$ cat config.mk
export PLATFORM = sky130hd
export DESIGN_NAME = ram_arbiter
export DESIGN_NICKNAME = d
export VERILOG_FILES = /design/src/rtl/cpu_pkg.sv /design/src/rtl/rr_arb2.sv /design/src/rtl/ram_arbiter.sv
export SDC_FILE = /design/constraint.sdc
export NUM_CORES = 1
export LEC_CHECK = 0
export CAP_MARGIN = 10
export CORE_MARGIN = 2
export CORE_UTILIZATION = 38
export DETAILED_ROUTE_END_ITERATION = 10
export GPL_ROUTABILITY_DRIVEN = 1
export HOLD_SLACK_MARGIN = 0.12
export PLACE_DENSITY = 0.86
export SLEW_MARGIN = 15
export SYNTH_ARGS = -nofsm -noshare
export SYNTH_HDL_FRONTEND = slang
export SYNTH_SLANG_ARGS = --single-unit
$ cat constraint.sdc
create_clock -name clk -period 1.71 [get_ports clk]
set_clock_uncertainty 0.1 [all_clocks]
set_input_delay 0.342 -clock clk [delete_from_list [all_inputs] [get_ports clk]]
set_output_delay 0.342 -clock clk [all_outputs]
set_load 0.03 [all_outputs]
$ cat src/rtl/cpu_pkg.sv
// Shared types for the CPU memory path: arbiter states, port ids and wait-counter sizing.
package cpu_pkg;

  typedef enum logic [1:0] {
    ARB_IDLE,
    ARB_ACCESS,
    ARB_WAIT,
    ARB_RESP
  } arb_state_t;

  typedef enum logic {
    PORT_IF,
    PORT_DS
  } port_t;

  localparam int RD_LAT_MAX = 7;
  localparam int WAIT_CW    = 3;

endpackage

$ cat src/rtl/rr_arb2.sv
// Combinational two-way round-robin pick between instruction fetch and data ports.
module rr_arb2
  import cpu_pkg::*;
(
  input  logic  req_if,
  input  logic  req_ds,
  input  port_t last_gnt,
  output port_t winner,
  output logic  valid
);

  always_comb begin
    valid  = req_if | req_ds;
    winner = PORT_IF;
    // On a tie the port that was not served last goes first.
    if (req_if && req_ds) begin
      winner = (last_gnt == PORT_DS) ? PORT_IF : PORT_DS;
    end else if (req_ds) begin
      winner = PORT_DS;
    end
  end

endmodule

$ cat src/rtl/ram_arbiter.sv
// Single-port RAM arbiter for the IF and DS masters: one access in flight,
// one-cycle strobes, read data returned after the RAM's fixed latency.
//
// state      | meaning
// ARB_IDLE   | no access in flight, arbitrate and latch the winner
// ARB_ACCESS | RAM strobe and gnt asserted for the owner
// ARB_WAIT   | counting down the RAM read latency
// ARB_RESP   | rvalid asserted for the owner with rdata held
module ram_arbiter
  import cpu_pkg::*;
#(
  parameter int WIDTH  = 32,
  parameter int AW     = 8,
  parameter int RD_LAT = 1
) (
  input  logic             clk,
  input  logic             reset,
  input  logic             req_if,
  input  logic             req_ds,
  input  logic             we_if,
  input  logic             we_ds,
  input  logic [AW-1:0]    addr_if,
  input  logic [AW-1:0]    addr_ds,
  input  logic [WIDTH-1:0] wdata_if,
  input  logic [WIDTH-1:0] wdata_ds,
  output logic             gnt_if,
  output logic             gnt_ds,
  output logic             rvalid_if,
  output logic             rvalid_ds,
  output logic [WIDTH-1:0] rdata,
  output logic             busy,
  output logic [AW-1:0]    ram_addr,
  output logic [WIDTH-1:0] ram_wdata,
  output logic             ram_rd,
  output logic             ram_wr,
  input  logic [WIDTH-1:0] ram_rdata
);

  arb_state_t         state;
  port_t              owner;
  port_t              lastGnt;
  port_t              winner;
  logic               winValid;
  logic               opWe;
  logic [WAIT_CW-1:0] waitCnt;

  logic               selWe;
  logic [AW-1:0]      selAddr;
  logic [WIDTH-1:0]   selWdata;

  rr_arb2 uArb (
    .req_if   (req_if),
    .req_ds   (req_ds),
    .last_gnt (lastGnt),
    .winner   (winner),
    .valid    (winValid)
  );

  always_comb begin
    selWe    = we_if;
    selAddr  = addr_if;
    selWdata = wdata_if;
    if (winner == PORT_DS) begin
      selWe    = we_ds;
      selAddr  = addr_ds;
      selWdata = wdata_ds;
    end
  end

  always_ff @(posedge clk) begin
    if (reset) begin
      state     <= ARB_IDLE;
      owner     <= PORT_IF;
      lastGnt   <= PORT_DS;
      opWe      <= 1'b0;
      waitCnt   <= '0;
      gnt_if    <= 1'b0;
      gnt_ds    <= 1'b0;
      rvalid_if <= 1'b0;
      rvalid_ds <= 1'b0;
      rdata     <= '0;
      busy      <= 1'b0;
      ram_addr  <= '0;
      ram_wdata <= '0;
      ram_rd    <= 1'b0;
      ram_wr    <= 1'b0;
    end else begin
      case (state)
        ARB_IDLE: begin
          if (winValid) begin
            owner     <= winner;
            opWe      <= selWe;
            ram_addr  <= selAddr;
            ram_wdata <= selWdata;
            ram_rd    <= ~selWe;
            ram_wr    <= selWe;
            gnt_if    <= (winner == PORT_IF);
            gnt_ds    <= (winner == PORT_DS);
            busy      <= 1'b1;
            state     <= ARB_ACCESS;
          end
        end
        ARB_ACCESS: begin
          ram_rd  <= 1'b0;
          ram_wr  <= 1'b0;
          gnt_if  <= 1'b0;
          gnt_ds  <= 1'b0;
          lastGnt <= owner;
          if (opWe) begin
            busy  <= 1'b0;
            state <= ARB_IDLE;
          end else begin
            waitCnt <= WAIT_CW'(RD_LAT - 1);
            state   <= ARB_WAIT;
          end
        end
        ARB_WAIT: begin
          // Count 0 is the cycle the RAM presents the word.
          if (waitCnt == '0) begin
            rdata     <= ram_rdata;
            rvalid_if <= (owner == PORT_IF);
            rvalid_ds <= (owner == PORT_DS);
            state     <= ARB_RESP;
          end else begin
            waitCnt <= waitCnt - 1'b1;
          end
        end
        ARB_RESP: begin
          rvalid_if <= 1'b0;
          rvalid_ds <= 1'b0;
          busy      <= 1'b0;
          state     <= ARB_IDLE;
        end
        default: state <= ARB_IDLE;
      endcase
    end
  end

endmodule

==> run_1/clocks.png <==
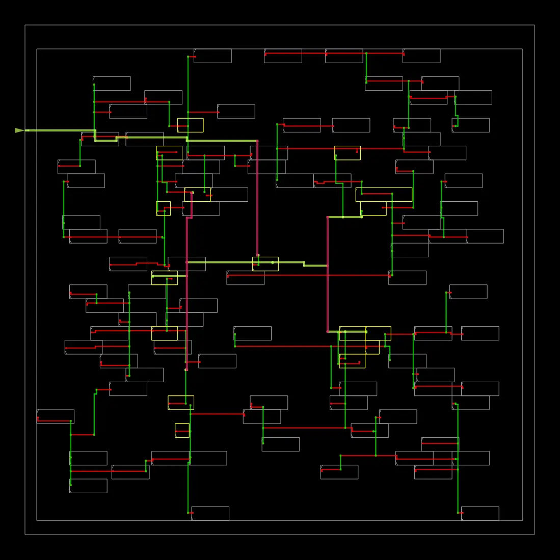
seq_cells: 87
clk latency late pin: 340 ps
CLK BUF: 12

==> run_1/flops_by_reg.png <==
Other sequential cells in the stronger grey, the rest of the logic in the fainter grey.
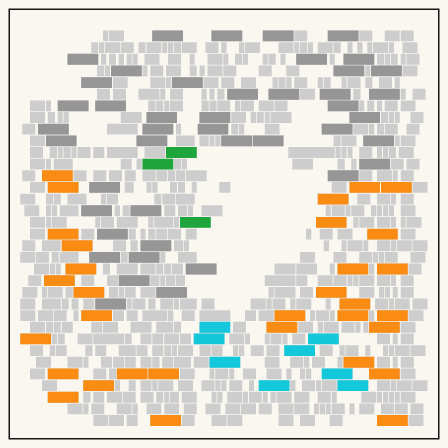
Key: green = waitCnt [placed flops 3]; cyan = ram_addr [placed flops 8]; orange = ram_wdata [placed flops 32]
Another 44 sequential cells are not coloured.
register fraction of the total cell area: 0.300
Flop area: 0.00174 sq mm
Core Util, Final: 0.660
sequential power: 2.37 mW

==> run_1/wires.png <==
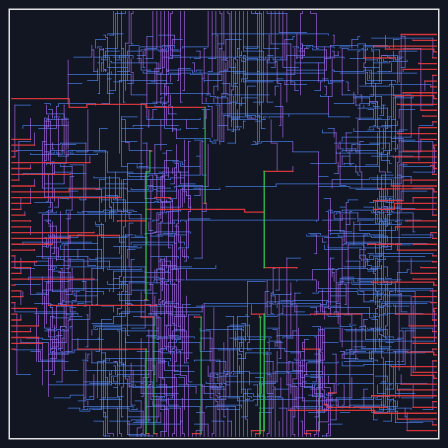
Key: blue = metal 1 [wire length 4440 microns]; green = metal 4 [wire length 228 microns]; purple = metal 2 [wire length 5290 microns]; red = metal 3 [wire length 897 microns]

==> metrics.cfg, run 1 <==
[critical_path]
worstPathMaxFanout = 13
crit_required_ps = 1880
start_kind = primary input
r2r_end = waitCnt[2]
cp-end-kind = register
r2r_cells = 5
crit-reg2reg-launch = state[0]
critPathLaunch = req_ds
crit_path_end = ram_wdata[11]
r2r_slack_ps = 140
criticalPathCategory = in2reg
crit_arrival_ps = 1790

[place]
dpl.hpwl_microns = 8090
port_buffers = 196
place_congestion = 0.831
place_ws_ps = -237
place_inst = 724

[clock_tree]
htreeDepth = 3
cts_tree = done
cts_root_buf = clkbuf_8
clkTransAtPathRegs_ps = 80
cts_made_buffers = 9
cts_resized = 78
cts_sinks = 87
post_cts_buffers = 0
cts_hold_buf = 0
cts_buffer_depth = 2

[synthesis]
top_cell_area_share = 0.498
synth_cell_types = 33
ys_top_cells_by_area = dfxtp_1, nand2_1, a21oi_1
syn_inst = 428
ys_seq_frac = 0.498
syn_area_sq_mm = 0.00349
synth_top_flop_cell = dfxtp_1
synthArstFlopShare = 0
yosysTopAreaCell = dfxtp_1
yosys_cells = 428
synth_chip_area_sq_mm = 0.00349
avgSynthCellArea_sq_um = 8.16
ys_ff = 87
fp_nets = 548
synth-edff-count = 0
yosys_warnings = 0

[power_and_ir_drop]
power_frac_comb = 0.321
switching_share = 0.331
power_density_mw_per_mm2 = 988
power_frac_clock = 0.267
ir_drop_mv = 0.497
seqPwrFrac = 0.412
leakage_nw = 2.52
p_int_mw = 3.84
power.switching_mw = 1.90

[floorplan]
rows = 34
die_y_microns = 99.9
coreArea_sq_mm = 0.00881
fp-utilization = 0.397
die_w_microns = 99.9
ioPinCount = 197
die_area_sq_mm = 0.00998

[global_routing]
met3_usage = 0.0522
grt_use_met1 = 0.240
grt_pass1_wl_microns = 17000
grt_max_degree = 42
grt_pass1_vias = 3683
antenna_found_initial = 0
grt-ovfl-total = 0
groute.usage.overall = 0.210
use_met2 = 0.377
grt_most_used_layer = met2

[detailed_routing]
drt_iter0_markers = 95
wirelength_microns = 10900
drc = 0
avgViaCountPerCell = 5.01
via_count = 3704
routedWlPerCell_microns = 14.7
dr.pass1.iters = 4
final_antenna_net_count = 0

[layout]
num_antenna_cells = 0
drive_gt1_frac = 0.0949
fin_cells = 740
area_delta_synth_final_pct = 66.3
nets = 747
fillers = 738

[final_timing]
tightest_slew_ps = 454
min_period_ps = 1620
fmax_mhz = 618
hold_viol = 0
period_used_share = 0.947
slew_headroom = 0.698
setup_viol = 0
slew_violations = 0
layout_setup_ws_ps = 91.2
final.setup.tns_ps = 0

[worst_hold_path]
whs_path_depth = 3
hold_class = in2reg

[run_status]
status = complete, no violations

[flow_run]
warnings = 27
drv_cap = 0

run 1: state kept, by name (all words and copies together), names as in the netlist, named ones only:
name / flops
rvalid_ds: 1
opWe: 1
ram_rd: 1
ram_wr: 1
state: 1
ram_wdata: 32
owner: 1
gnt_ds: 1
rvalid_if: 1
rdata: 32
ram_addr: 8
busy: 1
gnt_if: 1
waitCnt: 3
lastGnt: 1
run 1: cell usage after synthesis (3+ instances only):
library cell	instances
clkbuf_1	19
nor2b_1	3
nand2b_1	5
buf_6	3
inv_1	4
a22oi_1	11
o21ai_0	5
buf_2	8
dfxtp_1	87
nor2_1	39
buf_4	3
a22oi_2	6
a311oi_1	25
nand2_1	132
a21oi_1	56
run 1: placed cells by master, fill, tap and decap left out, types with 2 or more instances in the layout:
cell type        instances
nor2_1                  39
nor3_1                   2
clkinvlp_4               3
clkbuf_8                12
o21ai_0                  4
dlygate4sd2_1           78
buf_12                   5
a22oi_1                 11
inv_1                    4
nor2_4                   2
dfxtp_1                 87
nand2b_1                 5
clkdlybuf4s50_1        116
buf_4                   20
a311oi_1                25
ha_1                     2
a21oi_1                 56
nand2_1                131
a22oi_2                  6
run 1: per-layer routing:
layer | share of wire | vias up
met1 | 0.41 | 1686
met4 | 0.021 | 0
met5 | 0 | -
li1 | - | 1846
met3 | 0.083 | 21
met2 | 0.49 | 151
run 1: power groups by stage:
| stage | combinational (mW) | clock [mW] | sequential (mW) |
|---|---|---|---|
| floorplan | 0.658 | 0 | 2.81 |
| global placement | 1.91 | 0 | 2.41 |
| detailed placement | 1.96 | 0 | 2.42 |
| CTS | 1.83 | 1.58 | 2.37 |
| global route | 1.97 | 1.66 | 2.40 |
| finish | 1.84 | 1.53 | 2.37 |
run 1: worst max-delay path, cell delays in order:
cell	delay [ps]
clkdlybuf4s50_1	470
nor2_1	310
or2_1	190
buf_4	230
a22oi_2	80
a21oi_1	160
run 1: layout make-up:
cell class,count,area (sq um),share of cell area
timing repair buffer,221,2110,0.363
sequential,87,1740,0.300
multi-input combinational,304,1590,0.274
clock buffer,12,165,0.0284
tap,108,135,0.0232
clock inverter,4,52.6,0.00904
inverter,4,15.0,0.00258
run 1: stage by stage:
step	util	instance area, sq um	power (mW)	hold slack [ps]
floorplan	-	3490	3.47	357
global placement	0.644	5670	4.33	341
detailed placement	0.644	5670	4.38	347
CTS	0.657	5790	5.78	294
global route	0.660	5810	6.03	324
finish	0.660	5810	5.74	319
run 1: how the worst min path moves through the flow:
stage	startpoint	end	slack, ps
after floorplan	waitCnt[1]	waitCnt[1]	360
after global placement	rdata[10]	rdata[10]	340
after detailed placement	rdata[27]	rdata[27]	350
after CTS	reset	rdata[16]	290
after global routing	reset	rdata[16]	320
final	reset	ram_wdata[7]	320
run 1: cell families (layout without fill, tap and decap cells):
| family | after synthesis | in the layout | share of synthesized area |
|---|---|---|---|
| and+or+nand+nor | 193 | 193 | 0.231 |
| AOI/OAI and AO/OA | 108 | 108 | 0.208 |
| DFF | 87 | 87 | 0.498 |
| buffers and inverters | 37 | 241 | 0.0523 |
| adders and majority gates | 2 | 2 | 0.00716 |
| muxes | 1 | 1 | 0.00286 |
==> run_1/logic_types.png <==
Bar = 20 microns.
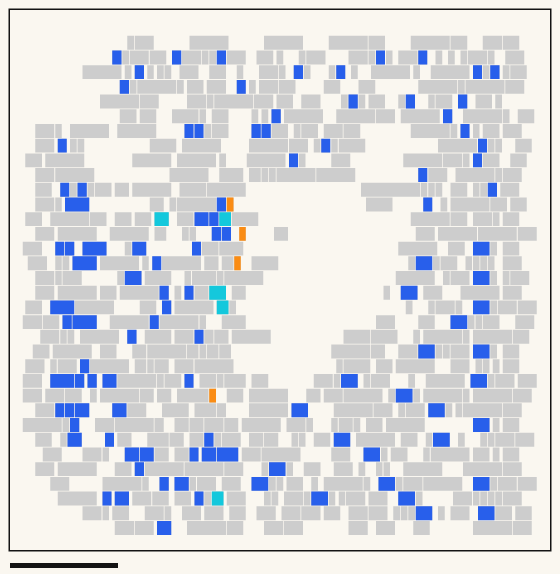

==> run 1 -> run 2 <==
Settings changed: CORE_UTILIZATION 38 to 61, DONT_BUFFER_PORTS set to 1, PLACE_DENSITY 0.86 to 0.83.
==> run_2/logic_types.png <==
Bar = 20 microns.
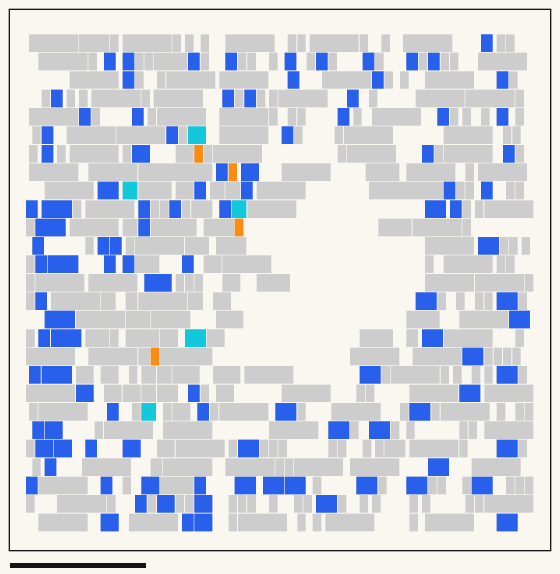
Key: cyan = and/or cells [cells 5]; blue = aoi and oai cells [cells 106, where widely spread]; orange = inv cells [cells 4]
final std cells w/o fill: 500
combinational share of cell area: 0.415
most numerous logic cell after layout: nand2_1

==> metrics.cfg, run 2 <==
[run_status]
status = finished with violations  ; was complete, no violations
violations = negative hold slack

[critical_path]
path_cells = inv_1 > ha_1 > nor2b_1 > buf_4 > nor2_1 > and3_1 > nor4_2  ; was clkdlybuf4s50_1 > nor2_1 > or2_1 > buf_4 > a22oi_2 > a21oi_1
r2r_end = waitCnt[0]  ; was waitCnt[2]
max_stage_delay_ps = 340  ; was 470 ps
criticalPathCategory = reg2reg  ; was in2reg
start_kind = register  ; was primary input
cp-end-kind = register  ; unchanged
crit-reg2reg-launch = waitCnt[0]  ; was state[0]
worstPathMaxFanout = 4  ; was 13
r2r_cells = 7  ; was 5
crit_required_ps = 1840  ; was 1880 ps
r2r_slack_ps = 4  ; was 140 ps
crit_arrival_ps = 1840  ; was 1790 ps
crit_slowest_cell = dfxtp_1  ; was clkdlybuf4s50_1

[final_timing]
fmax_mhz = 586  ; was 618 MHz
slew_violations = 0  ; unchanged
period_used_share = 0.998  ; was 0.947
setup_viol = 0  ; unchanged
slew_headroom = 0.746  ; was 0.698
hold_ws_ps = -32.4  ; was 319 ps
rsz0062_at_grt = yes
layout_setup_ws_ps = 4.14  ; was 91.2 ps
min_period_ps = 1710  ; was 1620 ps
tightest_slew_ps = 381  ; was 454 ps
hold_viol = 38  ; was 0

[power_and_ir_drop]
ir_drop_mv = 0.907  ; was 0.497 mV
switching_share = 0.335  ; was 0.331
power.switching_mw = 1.72  ; was 1.90 mW
leakage_nw = 1.42  ; was 2.52 nW
p_int_mw = 3.42  ; was 3.84 mW
p_total_mw = 5.13  ; was 5.74 mW
power_frac_clock = 0.293  ; was 0.267
power_frac_comb = 0.159  ; was 0.321
seqPwrFrac = 0.548  ; was 0.412
power_density_mw_per_mm2 = 1340  ; was 988 mW/mm^2

[floorplan]
ioPinCount = 197  ; unchanged
fp-utilization = 0.635  ; was 0.397
die_y_microns = 79.7  ; was 99.9 microns
rows = 27  ; was 34
die_w_microns = 79.7  ; was 99.9 microns
die_area_sq_mm = 0.00635  ; was 0.00998 sq mm
coreArea_sq_mm = 0.00551  ; was 0.00881 sq mm

[global_routing]
antenna_found_initial = 0  ; unchanged
grt_pass1_vias = 2771  ; was 3683
grt_max_degree = 86  ; was 42
grt_pass1_wl_microns = 12400  ; was 17000 microns
groute.usage.overall = 0.250  ; was 0.210
grt-ovfl-total = 0  ; unchanged

[detailed_routing]
final_antenna_net_count = 0  ; unchanged
wirelength_microns = 8290  ; was 10900 microns
drt_iter0_markers = 123  ; was 95
avgViaCountPerCell = 6.00  ; was 5.01
drc = 0  ; unchanged
via_count = 3001  ; was 3704
dr.pass1.iters = 4  ; unchanged
routedWlPerCell_microns = 16.6  ; was 14.7 microns

[worst_hold_path]
hold_class = in2reg  ; unchanged
whs_path_depth = 1  ; was 3
whs_endpoint = ram_wdata[17]  ; was ram_wdata[7]
min_from = reset  ; unchanged

[clock_tree]
cts_root_buf = clkbuf_8  ; unchanged
htreeDepth = 3  ; unchanged
clkTransAtPathRegs_ps = 80  ; about the same
cts_made_buffers = 9  ; unchanged
cts_tree = done  ; unchanged
cts_buffer_depth = 2  ; unchanged
clk_latency_ps = 340  ; about the same
cts_sinks = 87  ; unchanged
cts_hold_buf = 2  ; was 0

[layout]
drive_gt1_frac = 0.107  ; was 0.0949
lay_top_cells = nand2_1, dfxtp_1, a21oi_1  ; was nand2_1, clkdlybuf4s50_1, dfxtp_1
num_antenna_cells = 0  ; unchanged
regArea_sq_mm = 0.00174  ; about the same
fin_util = 0.695  ; was 0.660
nets = 544  ; was 747
fillers = 437  ; was 738
comb_area_sq_mm = 0.00159  ; about the same
area_delta_synth_final_pct = 9.49  ; was 66.3%
reg_top3 = ram_wdata (32), rdata (32), ram_addr (8)  ; unchanged

[synthesis]
avgSynthCellArea_sq_um = 8.16  ; unchanged
yosys-top-cells-count = nand2_1, dfxtp_1, a21oi_1  ; unchanged
ys_ff = 87  ; unchanged
yosys_warnings = 0  ; unchanged
top_cell_area_share = 0.498  ; unchanged
synth-edff-count = 0  ; unchanged
synth_chip_area_sq_mm = 0.00349  ; unchanged
fp_nets = 548  ; unchanged
yosys_cells = 428  ; unchanged
yosysTopAreaCell = dfxtp_1  ; unchanged
synth_top_flop_cell = dfxtp_1  ; unchanged
synthArstFlopShare = 0  ; unchanged
ys_top_cells_by_area = dfxtp_1, nand2_1, a21oi_1  ; unchanged
syn_area_sq_mm = 0.00349  ; unchanged
syn_inst = 428  ; unchanged
most_common_cell = nand2_1  ; unchanged
ys_seq_frac = 0.498  ; unchanged
synth_cell_types = 33  ; unchanged

[place]
place_congestion = 0.771  ; was 0.831
place_ws_ps = 75.2  ; was -237 ps
dpl.hpwl_microns = 5790  ; was 8090 microns
port_buffers = 0  ; was 196

[flow_run]
drv_cap = 0  ; unchanged
warnings = 30  ; was 27

[run 2: cell counts after synthesis]
No cell type changed its count.
[run 2: layout make-up]
class,count,area share
inverters,4,0.00392
flip-flops and latches,87,0.456
well taps,72,0.0235
repair buffers,18,0.0474
multi-input cells,304,0.415
clock buffers,9,0.0324
clock inverters,6,0.0226
[run 2: how the worst max path moves through the flow]
stage / endpoint / cells after the start / startpoint / slack, ps
3_3_place_gp: ram_wdata[8] / 5 / register / 140
6_report: waitCnt[0] / 7 / waitCnt[0] / 4
2_1_floorplan: ram_wdata[9] / 7 / register / 130
5_1_grt: waitCnt[0] / 7 / waitCnt[0] / -70
4_1_cts: waitCnt[0] / 7 / waitCnt[0] / 7
3_5_place_dp: ram_wdata[8] / 5 / register / 80
[run 2: per-layer routing]
layer  routed length (microns)  track usage  up-vias
li1                          -            -     1445
met1                      3090        0.265     1389
met2                      4250        0.431      154
met3                       827       0.0860       13
met4                       126        0.141        0
met5                         0            0        -
[run 2: stage by stage]
| step | area (sq um) | cells | TNS (ps) |
|---|---|---|---|
| 6_report | 3830 | 500 | 0 |
| 5_1_grt | 3830 | 500 | -185 |
| 4_1_cts | 3800 | 499 | 0 |
| 3_5_place_dp | 3570 | 482 | 0 |
| 3_3_place_gp | 3570 | 482 | 0 |
| 2_1_floorplan | 3490 | 428 | 0 |
[run 2: kinds of logic (layout without fill, tap and decap cells)]
kind of cell / after synthesis / in the layout / synth area share
AND-OR/OR-AND: 108 / 108 / 0.208
adder cells (fa/ha/maj): 2 / 2 / 0.00716
buffers and inverters: 37 / 37 / 0.0523
flip-flops: 87 / 87 / 0.498
multiplexers: 1 / 1 / 0.00286
AND/OR/NAND/NOR: 193 / 193 / 0.231
[run 2: power groups by stage]
stage | combinational [mW] | clock, mW | sequential [mW]
global placement | 0.743 | 0 | 2.85
detailed placement | 0.779 | 0 | 2.86
floorplan | 0.658 | 0 | 2.81
finish | 0.814 | 1.51 | 2.81
CTS | 0.791 | 1.54 | 2.81
global route | 0.913 | 1.61 | 2.84
[run 2: worst max-delay path: cells and delay by family (launching register included)]
family | cells | cell delay, ps
adders and majority gates | 1 | 160
buffers and inverters | 2 | 260
DFF | 1 | 340
and+or+nand+nor | 4 | 740
[run 2: repair_timing]
action	4_1_cts	5_1_grt
resized	0	6
setup buffers	0	1
setup endpoints to repair	0	15
endpoints found under the hold margin	84	82
Power and IR drop assume default switching activity.
